==> run_1/blocks.png <==
Other cells in grey.
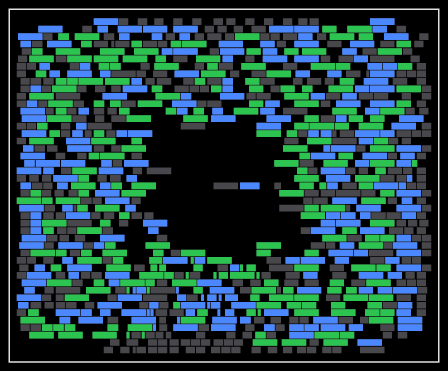
==> run_1/clock_wires.png <==
Scale bar: 50 um.
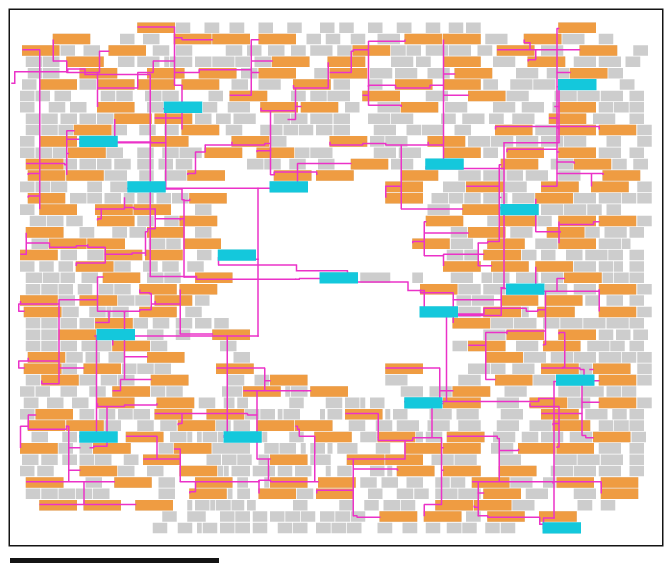
==> run_1/layers.png <==
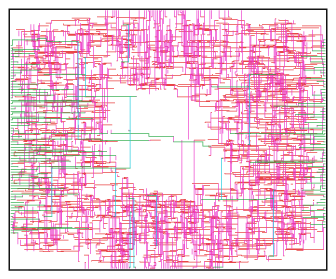
`config.mk`:
```
export PLATFORM = sky130hd
export DESIGN_NAME = pipe_stage_skid
export DESIGN_NICKNAME = d
export VERILOG_FILES = /design/src/rtl/pipe_stage_skid_pkg.sv /design/src/rtl/pipe_stage_skid_slot.sv /design/src/rtl/pipe_stage_skid.sv
export SDC_FILE = /design/constraint.sdc
export NUM_CORES = 1
export LEC_CHECK = 0
export ABC_CLOCK_PERIOD_IN_PS = 7930
export CORE_AREA = 2 2 154 126
export CTS_BUF_LIST = sky130_fd_sc_hd__clkbuf_8 sky130_fd_sc_hd__clkbuf_16
export CTS_CLUSTER_DIAMETER = 50
export CTS_CLUSTER_SIZE = 25
export DETAILED_ROUTE_END_ITERATION = 6
export DIE_AREA = 0 0 156 128
export PLACE_DENSITY = 0.89
export SETUP_SLACK_MARGIN = 0.2
export SYNTH_ARGS = -nofsm -noshare
export SYNTH_HDL_FRONTEND = slang
export SYNTH_HIERARCHICAL = 1
export SYNTH_SLANG_ARGS = --single-unit
```
`constraint.sdc`:
```
create_clock -name clk -period 7.93 [get_ports clk]
set_input_delay 1.586 -clock clk [delete_from_list [all_inputs] [get_ports clk]]
set_output_delay 1.586 -clock clk [all_outputs]
set_load 0.02 [all_outputs]
```
`src/rtl/pipe_stage_skid_pkg.sv`:
```
// Shared definitions for the inter-stage pipeline registers: control bit map,
// default widths and the main-slot steering encoding.
package pipe_stage_skid_pkg;

  localparam int unsigned CTRL_REGWRITE = 0;
  localparam int unsigned CTRL_MEMTORG  = 1;
  localparam int unsigned CTRL_JUMP     = 2;
  localparam int unsigned CTRL_MEMWR    = 3;
  localparam int unsigned CTRL_BRANCH   = 4;

  localparam int unsigned XLEN   = 32;
  localparam int unsigned REG_AW = 5;

  typedef enum logic [1:0] {
    MAIN_HOLD,
    MAIN_LOAD_IN,
    MAIN_LOAD_SKID,
    MAIN_CLEAR
  } main_sel_e;

  function automatic logic [1:0] occ_count(input logic main_v, input logic skid_v);
    return {1'b0, main_v} + {1'b0, skid_v};
  endfunction

endpackage

```
`src/rtl/pipe_stage_skid_slot.sv`:
```
// One pipeline entry: valid flag plus control and data bundles. The control
// register is zeroed whenever the entry goes invalid so a bubble never writes back.
module pipe_slot #(
  parameter int unsigned CTRL_W = 8,
  parameter int unsigned DATA_W = 96
) (
  input  logic              clk,
  input  logic              reset,
  input  logic              load,
  input  logic              clear,
  input  logic [CTRL_W-1:0] d_ctrl,
  input  logic [DATA_W-1:0] d_data,
  output logic              valid,
  output logic [CTRL_W-1:0] ctrl,
  output logic [DATA_W-1:0] data
);

  // Clear wins over load; data is left untouched on clear.
  always_ff @(posedge clk or posedge reset) begin
    if (reset) begin
      valid <= 1'b0;
      ctrl  <= '0;
      data  <= '0;
    end else if (clear) begin
      valid <= 1'b0;
      ctrl  <= '0;
    end else if (load) begin
      valid <= 1'b1;
      ctrl  <= d_ctrl;
      data  <= d_data;
    end
  end

endmodule

```
`src/rtl/pipe_stage_skid.sv`:
```
// Inter-stage pipeline register with valid/ready handshake, flush and an
// optional skid entry that keeps in_ready free of any path from out_ready.
module pipe_stage_skid
  import pipe_stage_skid_pkg::*;
#(
  parameter int unsigned DATA_W = 3 * XLEN,
  parameter int unsigned CTRL_W = 8,
  parameter int unsigned SKID   = 1
) (
  input  logic              clk,
  input  logic              reset,
  input  logic              flush,
  input  logic              in_valid,
  output logic              in_ready,
  input  logic [CTRL_W-1:0] in_ctrl,
  input  logic [DATA_W-1:0] in_data,
  output logic              out_valid,
  input  logic              out_ready,
  output logic [CTRL_W-1:0] out_ctrl,
  output logic [DATA_W-1:0] out_data,
  output logic [1:0]        occ
);

  logic              main_valid;
  logic [CTRL_W-1:0] main_ctrl;
  logic [DATA_W-1:0] main_data;
  logic              skid_valid;
  logic [CTRL_W-1:0] skid_ctrl;
  logic [DATA_W-1:0] skid_data;

  logic              accept;
  logic              deliver;
  main_sel_e         main_sel;
  logic              main_load;
  logic              main_clear;
  logic [CTRL_W-1:0] main_d_ctrl;
  logic [DATA_W-1:0] main_d_data;

  assign accept  = in_valid & in_ready;
  assign deliver = main_valid & out_ready;

  // Skid always drains into main first, which keeps ordering strictly FIFO.
  always_comb begin
    main_sel = MAIN_HOLD;
    if (flush) begin
      main_sel = MAIN_CLEAR;
    end else if (deliver) begin
      if (skid_valid)  main_sel = MAIN_LOAD_SKID;
      else if (accept) main_sel = MAIN_LOAD_IN;
      else             main_sel = MAIN_CLEAR;
    end else if (accept && !main_valid) begin
      main_sel = MAIN_LOAD_IN;
    end
  end

  always_comb begin
    main_load   = (main_sel == MAIN_LOAD_IN) || (main_sel == MAIN_LOAD_SKID);
    main_clear  = (main_sel == MAIN_CLEAR);
    main_d_ctrl = (main_sel == MAIN_LOAD_SKID) ? skid_ctrl : in_ctrl;
    main_d_data = (main_sel == MAIN_LOAD_SKID) ? skid_data : in_data;
  end

  pipe_slot #(
    .CTRL_W(CTRL_W),
    .DATA_W(DATA_W)
  ) u_main (
    .clk   (clk),
    .reset (reset),
    .load  (main_load),
    .clear (main_clear),
    .d_ctrl(main_d_ctrl),
    .d_data(main_d_data),
    .valid (main_valid),
    .ctrl  (main_ctrl),
    .data  (main_data)
  );

  generate
    if (SKID != 0) begin : gen_skid
      logic skid_load;
      logic skid_clear;

      assign skid_load  = !flush && accept && main_valid && !deliver;
      assign skid_clear = flush || (deliver && skid_valid);
      assign in_ready   = !skid_valid;

      pipe_slot #(
        .CTRL_W(CTRL_W),
        .DATA_W(DATA_W)
      ) u_skid (
        .clk   (clk),
        .reset (reset),
        .load  (skid_load),
        .clear (skid_clear),
        .d_ctrl(in_ctrl),
        .d_data(in_data),
        .valid (skid_valid),
        .ctrl  (skid_ctrl),
        .data  (skid_data)
      );
    end else begin : gen_no_skid
      assign skid_valid = 1'b0;
      assign skid_ctrl  = '0;
      assign skid_data  = '0;
      assign in_ready   = !main_valid || out_ready;
    end
  endgenerate

  assign out_valid = main_valid;
  assign out_ctrl  = main_ctrl;
  assign out_data  = main_data;
  assign occ       = occ_count(main_valid, skid_valid);

endmodule
```
==> results.sh, run 1 <==
# yosys + openroad results
export IMPL_cts_repair_resized=0
export IMPL_outcome="completed"
export IMPL_drive_above_1_share_pct=41.9
export IMPL_crit_buf_inv=2
export IMPL_io_pins=217
export IMPL_drv_cap=0
export IMPL_register_area_um2=5260
export IMPL_crit_chain="clkdlybuf4s50_1, nand2b_1, a31o_2, ha_1, nor2b_4, buf_4, mux2_2"
export IMPL_common_cells="dfrtp_1, mux2_2, mux2_4, nor2_1, mux2i_1"
export IMPL_ys_ff=210
export IMPL_setup_worst_path_class="primary input to register"
export IMPL_gr_usage_met1_pct=27.8
export IMPL_ys_sh_xor_pct=0
export IMPL_grt_pass1_vias=6148
export IMPL_cp_arrival_ns=4.89
export IMPL_htree_levels=1
export IMPL_worst_pin_slew_ns=1.09
export IMPL_warnings=27
export IMPL_hp_class="register to register"
export IMPL_cts_buffers=17
export IMPL_nFillCells=1288
export IMPL_vias_per_cell=5.33
export IMPL_root_buffer="clkbuf_16"
export IMPL_dp_slack_ns=2.89
Back to the opening pictures, blocks.png:
u_main -> blue  # cells 224, where all over the die
gen_skid.u_skid -> green  # cells 225, where all over the die
not coloured = 361
Finished Layout Cells: 1,045
fin util: 67.7%

Back to the opening pictures, clock_wires.png:
clock-net drivers -> cyan  # count 17
flip-flops -> orange  # count 210
clock wires -> magenta  # length 2,430 um
routed clock nets = 18
flops lie = all over the die
total clock network power: 796 uW
Clock Latency Late Sink: 0.47 ns
Clock Power Share: 19.6%

Back to the opening pictures, layers.png:
M3 -> green  # wire length 1,840 um
M2 -> magenta  # wire length 9,190 um
M4 -> cyan  # wire length 342 um
M1 -> red  # wire length 9,080 um
drt wl/cell: 19.6 um
Post-Route WL: 20.4 mm
gr usage total: 20.7%

==> run 1: worst register-to-register path, delay by kind of cell, from the launching register on <==
| family | cells | cell delay (ns) |
|---|---|---|
| compound gates | 1 | 0.29 |
| mux | 1 | 0.39 |
| buf+inv | 1 | 0.50 |
| fa+ha+maj | 1 | 0.60 |
| flops | 1 | 0.45 |
| simple gates | 2 | 1.18 |
==> run 1: final cells by class <==
cell class | instances | area share, %
Clock inverter | 12 | 0.638
Multi-Input combinational cell | 344 | 33.8
Tap cell | 235 | 2.34
Inverter | 3 | 0.130
Clock buffer | 17 | 3.39
Timing Repair Buffer | 224 | 17.8
Sequential cell | 210 | 41.9
==> run 1: metal layers <==
layer / share of wire, % / wire [um]
met5: 0 / 0
met1: 44 / 9080
met4: 1.7 / 342
met3: 9.0 / 1840
met2: 45 / 9190
==> run_1/pinout.png <==
Pins as bars across the die edge, other pins in grey.
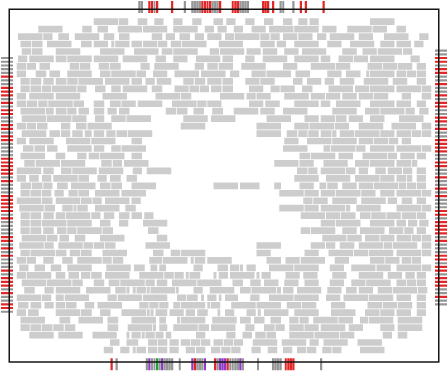

==> inputs of run 2 (changes only) <==
- ABC_CLOCK_PERIOD_IN_PS: 7930 -> 3800
- CORE_AREA: 2 2 154 126 -> 2 2 168 137
- DIE_AREA: 0 0 156 128 -> 0 0 170 139
- PLACE_DENSITY: 0.89 -> 0.81
- clock period: 7.93 -> 3.8 ns (I/O delays scaled with it)
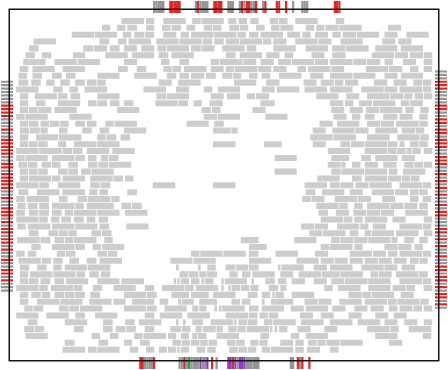
(run_2/pinout.png)
Pins as bars across the die edge, other pins in grey.
out_ctrl -> purple  # pins 8, direction output, edge bottom
out_data -> red  # pins 96, direction output, edge 35 right, 31 left, 21 top, 9 bottom
in_valid -> green  # pins 1, direction input, edge bottom
all pins by edge = 70 right, 62 left, 43 top, 42 bottom
number of port buffers: 216
die extent in y: 139 um
die boundary width: 170 um

==> results.sh, run 2 <==
# yosys + openroad results
export IMPL_outcome="completed"
export IMPL_pg_clk_uw=2130
export IMPL_crit_buf_inv=2
export IMPL_cts_buffers=20
export IMPL_comb_cells=344
export IMPL_crit_chain="clkdlybuf4s50_1, mux2i_1, o21ba_2, ha_4, buf_12, mux2_2, mux2_2"
export IMPL_ant_nets=0
export IMPL_wire_per_inst_um=18.7
export IMPL_comb_share_pct=32.8
export IMPL_clockNetworkAreaShare_pct=5.52
export IMPL_worst_pin_slew_ns=0.533
export IMPL_nFillCells=1711
export IMPL_grt_pass1_vias=6205
export IMPL_drive_above_1_share_pct=43.0
export IMPL_common_cells="dfrtp_1, mux2_2, mux2_4, nor2_1, mux2i_1"
export IMPL_drv_cap=0
export IMPL_clk_latency_ns=0.51
export IMPL_grt_usage_pct=17.7
export IMPL_seq_share_pct=40.7
export IMPL_wl_mm=20.6
export IMPL_cts_repair_resized=0
export IMPL_setup_worst_path_class="primary input to register"
export IMPL_layout_nonclk_buf_share_pct=18.2
export IMPL_inverters=3
export IMPL_root_buffer="clkbuf_16"
export IMPL_ys_ff=210
export IMPL_vias_per_cell=5.02
export IMPL_clockPowerShare_pct=23.8
export IMPL_via_count=5531
export IMPL_nWellTaps=280
export IMPL_num_clock_buffers=23
export IMPL_cp_common_cell="mux2_2"
export IMPL_io_pins=217
export IMPL_htree_levels=1
export IMPL_top_area_cell_class="flip-flops and latches"
export IMPL_cts_reportedPaths_clkPinSlew_ns=0.06
export IMPL_warnings=27
export IMPL_grt_pass1_wl_mm=33.7
run 2: cells by family after synthesis:
kind of cell / share of synthesized area, %
AND-OR/OR-AND: 0.353
adder cells (fa/ha/maj): 0.378
buffers and inverters: 4.63
flip-flops: 52.9
multiplexers: 40.6
AND/OR/NAND/NOR: 1.18
run 2: per-layer routing:
| metal | share of wire, % | global-route usage [%] |
|---|---|---|
| met1 | 46 | 24.4 |
| met2 | 44 | 27.4 |
| met3 | 8.1 | 5.74 |
| met4 | 2.0 | 3.78 |
| met5 | 0 | 0 |
run 2: per-stage QoR:
step	std cells	worst slack (ns)
after floorplan	595	0.279
after global placement	1065	0.746
after detailed placement	1065	0.660
after CTS	1101	1.14
after global routing	1101	1.06
final	1101	1.16
Power is estimated from default activity; no workload was simulated.
